$ cat config.mk
export PLATFORM = sky130hd
export DESIGN_NAME = jk_mod_counter
export DESIGN_NICKNAME = d
export VERILOG_FILES = /design/src/rtl/jk_mod_counter.sv
export SDC_FILE = /design/constraint.sdc
export NUM_CORES = 1
export LEC_CHECK = 0
export CORE_MARGIN = 2
export CORE_UTILIZATION = 46
export DETAILED_ROUTE_END_ITERATION = 6
export PLACE_DENSITY_LB_ADDON = 0.2
export REMOVE_ABC_BUFFERS = 1
export SLEW_MARGIN = 10
export SYNTH_ARGS = -nofsm -noshare
export SYNTH_HDL_FRONTEND = slang
export SYNTH_HIERARCHICAL = 1
export SYNTH_SLANG_ARGS = --single-unit
$ cat constraint.sdc
create_clock -name clk -period 2.45 [get_ports clk]
set_input_delay 0.6125 -clock clk [delete_from_list [all_inputs] [get_ports clk]]
set_output_delay 0.6125 -clock clk [all_outputs]
set_load 0.01 [all_outputs]
$ cat src/rtl/jk_mod_counter.sv
// jk_mod_counter: modulo-N up/down counter whose state lives entirely in
// one JK flip-flop cell per bit. Next-state is computed in binary and then
// translated into per-bit J/K excitation that drives the cells.

// Single positive-edge JK cell with asynchronous active-high reset.
module jk_cell (
    input  logic clk,
    input  logic rst,
    input  logic j,
    input  logic k,
    output logic q
);

    // JK behaviour: hold, clear, set, toggle.
    always_ff @(posedge clk or posedge rst) begin
        if (rst) begin
            q <= 1'b0;
        end else begin
            case ({j, k})
                2'b00:   q <= q;
                2'b01:   q <= 1'b0;
                2'b10:   q <= 1'b1;
                default: q <= ~q;
            endcase
        end
    end

endmodule

module jk_mod_counter #(
    parameter int WIDTH   = 4,
    parameter int MODULUS = 10
) (
    input  logic             clk,
    input  logic             rst,
    input  logic             en,
    input  logic             up,
    input  logic             load,
    input  logic [WIDTH-1:0] din,
    output logic [WIDTH-1:0] count,
    output logic             tc,
    output logic             wrap,
    output logic             load_err,
    output logic [WIDTH-1:0] j_vec,
    output logic [WIDTH-1:0] k_vec
);

    // The last legal count is N-1, which always fits in WIDTH bits even when
    // N equals 2^WIDTH. The range check for loads uses one extra bit so that
    // N = 2^WIDTH is representable.
    localparam logic [WIDTH-1:0] LAST    = WIDTH'(MODULUS - 1);
    localparam logic [WIDTH:0]   MOD_EXT = (WIDTH + 1)'(MODULUS);

    logic [WIDTH-1:0] next;
    logic             din_ok;
    logic             load_err_d;
    logic             at_last;
    logic             at_zero;

    assign din_ok  = ({1'b0, din} < MOD_EXT);
    assign at_last = (count == LAST);
    assign at_zero = (count == '0);

    // Terminal count is purely combinational so downstream stages see it in
    // the same cycle as the count value that triggers it.
    assign tc = en & ((up & at_last) | (~up & at_zero));

    // Priority-ordered next-state selection: load, then count, then hold.
    // Out-of-range loads clamp to N-1 so the counter never leaves 0..N-1.
    always_comb begin
        next       = count;
        load_err_d = 1'b0;
        if (load) begin
            if (din_ok) begin
                next = din;
            end else begin
                next       = LAST;
                load_err_d = 1'b1;
            end
        end else if (en) begin
            if (up) begin
                next = at_last ? '0 : count + WIDTH'(1);
            end else begin
                next = at_zero ? LAST : count - WIDTH'(1);
            end
        end
    end

    // JK excitation: set only bits going 0->1, clear only bits going 1->0,
    // so the toggle combination is never presented to a cell.
    assign j_vec = next & ~count;
    assign k_vec = ~next & count;

    // One JK cell per bit holds the count; there is no shadow register.
    for (genvar i = 0; i < WIDTH; i++) begin : g_cell
        jk_cell u_cell (
            .clk (clk),
            .rst (rst),
            .j   (j_vec[i]),
            .k   (k_vec[i]),
            .q   (count[i])
        );
    end

    // Registered status pulses, aligned with the cycle showing the
    // post-wrap or clamped value; a load suppresses any wrap pulse.
    always_ff @(posedge clk or posedge rst) begin
        if (rst) begin
            wrap     <= 1'b0;
            load_err <= 1'b0;
        end else begin
            wrap     <= en & ~load & tc;
            load_err <= load_err_d;
        end
    end

endmodule

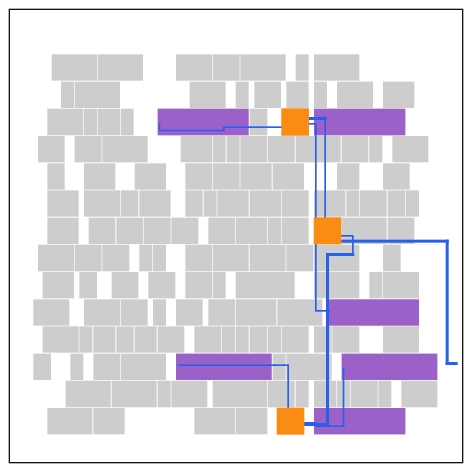
(clock distribution)
Drawn at 10 px/um.
[flip-flops] purple | count: 6
[cells driving clock nets] orange | count: 3
[clock wires] blue | length: 131 um
routed clock nets	4
P_clk: 0.0981 mW
clock power share: 8.4%

==> results.cfg <==
; flow metrics
[outcome]
status = finished, final reports clean

[timing]
rsz0062_at_grt = false
finalClockSkew_ns = 0.004781
tightest_slew_ns = 0.2873
period_needed_ns = 2.401
period_used_pct = 98.01
timing.slew.headroom_pct = 80.58
setup_ws_ns = 0.04869
final-hold-violation-count = 0

[setup_path]
startpoint_type = primary input
critPathTopFamily = buffers and inverters
critPathRequiredTime_ns = 1.84
worstSetupEndpointType = output port
slowest_delay_ns = 0.30
path_max_fanout = 5
cp_cell_sequence = dlygate4sd2_1, inv_1, a311oi_2, a32o_2, dlygate4sd2_1
cp_num_buf_inv = 3

[power]
peakVddDrop_uv = 634.0
seq_power_share_pct = 19.1
leakagePower_nw = 0.6015
pwr-share-comb_pct = 72.5
switching_share_pct = 43.79
power_switching_mw = 0.5095
p_int_mw = 0.6540

[clock_tree]
cts_tree = yes
clk_path_buf_depth = 2
ctsRootBufferMaster = clkbuf_4
cts_buffers = 3
htree_levels = 1

[grt]
overflow = 0
grt_antenna_before_repair = 0
grt_first_pass_wirelength_um = 3436
grt_usage_pct = 23.22
grt_max_degree = 13

[synthesis]
synth_cell_types = 33
flop_cell = dfrtp_1
async_flop_share_pct = 100.0
largest_area_cell = dfrtp_1
synth_cells = 95
syn_avg_cell_area_um2 = 8.218
ys_cells = 95
yosysChipArea_um2 = 780.7
synth_seq_share_pct = 19.23
ys_ff = 6

[die]
die_h_um = 45.20
fp.dieW_um = 45.20
ios = 24
initial_core_util_pct = 50.65
rows = 14
coreArea_um2 = 1541

[final_layout]
area.combinational_um2 = 559.3
area_growth_pct = 55.93
seq_area_um2 = 152.6
num-fill-cells = 111
drive_gt1_share_pct = 37.32
final_util_pct = 78.98
nets = 161
diodes = 0
layout.cells.non_filler = 158

[run]
warnings = 30
cap_viol_max_count = 0

[routing]
first_pass_iters = 4
drt_iter0_drc = 28
routed_wl_um = 2028
drc = 0
vias = 854
wl_per_cell_um = 12.84
detail-route-antenna-nets = 0
avgViaCountPerCell = 5.405

[placed_design]
routabilityCongestion = 0.7966
dp_slack_ns = -0.5586
io_buffers = 23

[min_path]
hold_class = in2async
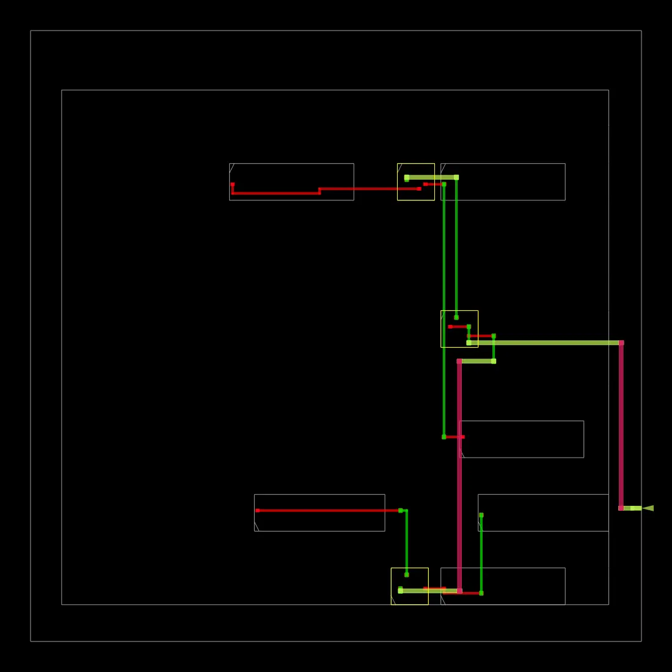
(clock routing)
Flop Count: 6
Latency at later pin: 0.26 ns
clk_buf instances: 3
clock sinks: 6

cells in the final DEF, fill, tap and decap left out, types with 3 or more instances in the layout:
cell type	n
a211oi_2	4
a21oi_1	4
buf_4	27
clkbuf_2	3
clkbuf_4	3
clkdlybuf4s50_1	10
dfrtp_1	4
dlygate4sd2_1	7
ha_1	8
inv_1	14
nand2_1	4
nor2_1	10
nor2b_1	4
nor3b_2	4
layout make-up:
class	instances	area share (%)
clock buffer	3	1.850
timing repair buffer	50	33.71
tap	16	1.644
inverter	14	4.317
multi-input combinational	69	45.94
sequential	6	12.54
power groups by stage:
stage	registers, mW	logic (mW)	clock network [mW]
after CTS	0.215	0.841	0.102
after detailed placement	0.214	0.837	0
after global routing	0.228	0.924	0.103
after global placement	0.209	0.809	0
final	0.222	0.843	0.0981
after floorplan	0.253	0.404	0
metal layers:
layer	global-route usage (%)	vias to the layer above	wire (um)
met4	12.94	0	47
met2	38.57	36	966
met5	0	-	0
li1	-	421	-
met3	3.200	8	131
met1	28.50	389	882
sequential cells by signal (all words and copies together) (netlist names):
register	flops
g_cell.u_cell/q	4
load_err	1
wrap	1
logic make-up after synthesis:
family          count (synthesis)  synth area share, %
xor+xnor                        2                2.244
buf+inv                        20                12.02
simple gates                   38                31.41
flops                           6                19.23
compound gates                 21                22.27
fa+ha+maj                       8                12.82
through the flow:
| step | setup TNS, ns | area (um^2) |
|---|---|---|
| 6_report | 0 | 1217 |
| 5_1_grt | 0 | 1217 |
| 4_1_cts | -0.02866 | 1222 |
| 3_5_place_dp | -5.035 | 1185 |
| 3_3_place_gp | -4.691 | 1185 |
| 2_1_floorplan | 0 | 739.5 |
synth_stat cells (all sizes together) (2+ instances only):
cell type	instances
a211oi	4
a21oi	5
and3	2
and3b	2
buf	6
dfrtp	6
ha	8
inv	14
nand2	4
nor2	10
nor2b	6
nor3	2
nor3b	5
nor4b	2
o211a	2
o21a	2
o21ai	3
worst reg2reg max path: cells and delay by family, from the launching register on:
kind | cells | cell delay [ns]
DFF | 1 | 0.48
buffers and inverters | 2 | 0.22
AOI/OAI and AO/OA | 3 | 0.70
adders and majority gates | 1 | 0.24
and+or+nand+nor | 2 | 0.39
path summary, 6_finish.rpt:
| check | startpoint | end | slack [ns] | cells after the start |
|---|---|---|---|---|
| worst max-delay path | en | k_vec[3] | 0.05 | 5 |
| worst min-delay path | rst | g_cell[2].u_cell/q | 0.65 | 2 |
| worst max register to register | g_cell[3].u_cell/q | g_cell[3].u_cell/q | 0.34 | 8 |
| worst min register to register | g_cell[2].u_cell/q | g_cell[2].u_cell/q | 0.72 | 2 |
| max in group asynchronous | rst | load_err | 1.64 | 2 |
| min in group clk | g_cell[2].u_cell/q | g_cell[2].u_cell/q | 0.72 | 2 |
timing repair:
| item | in CTS | in global routing |
|---|---|---|
| resized | 22 | 10 |
| pin swaps | 3 | 2 |
| cloned | 0 | 0 |
| buffers inserted | 1 | 0 |
| setup endpoints to repair | 11 | 8 |
Power figures rest on the tool's default switching activity, not on a simulated workload.
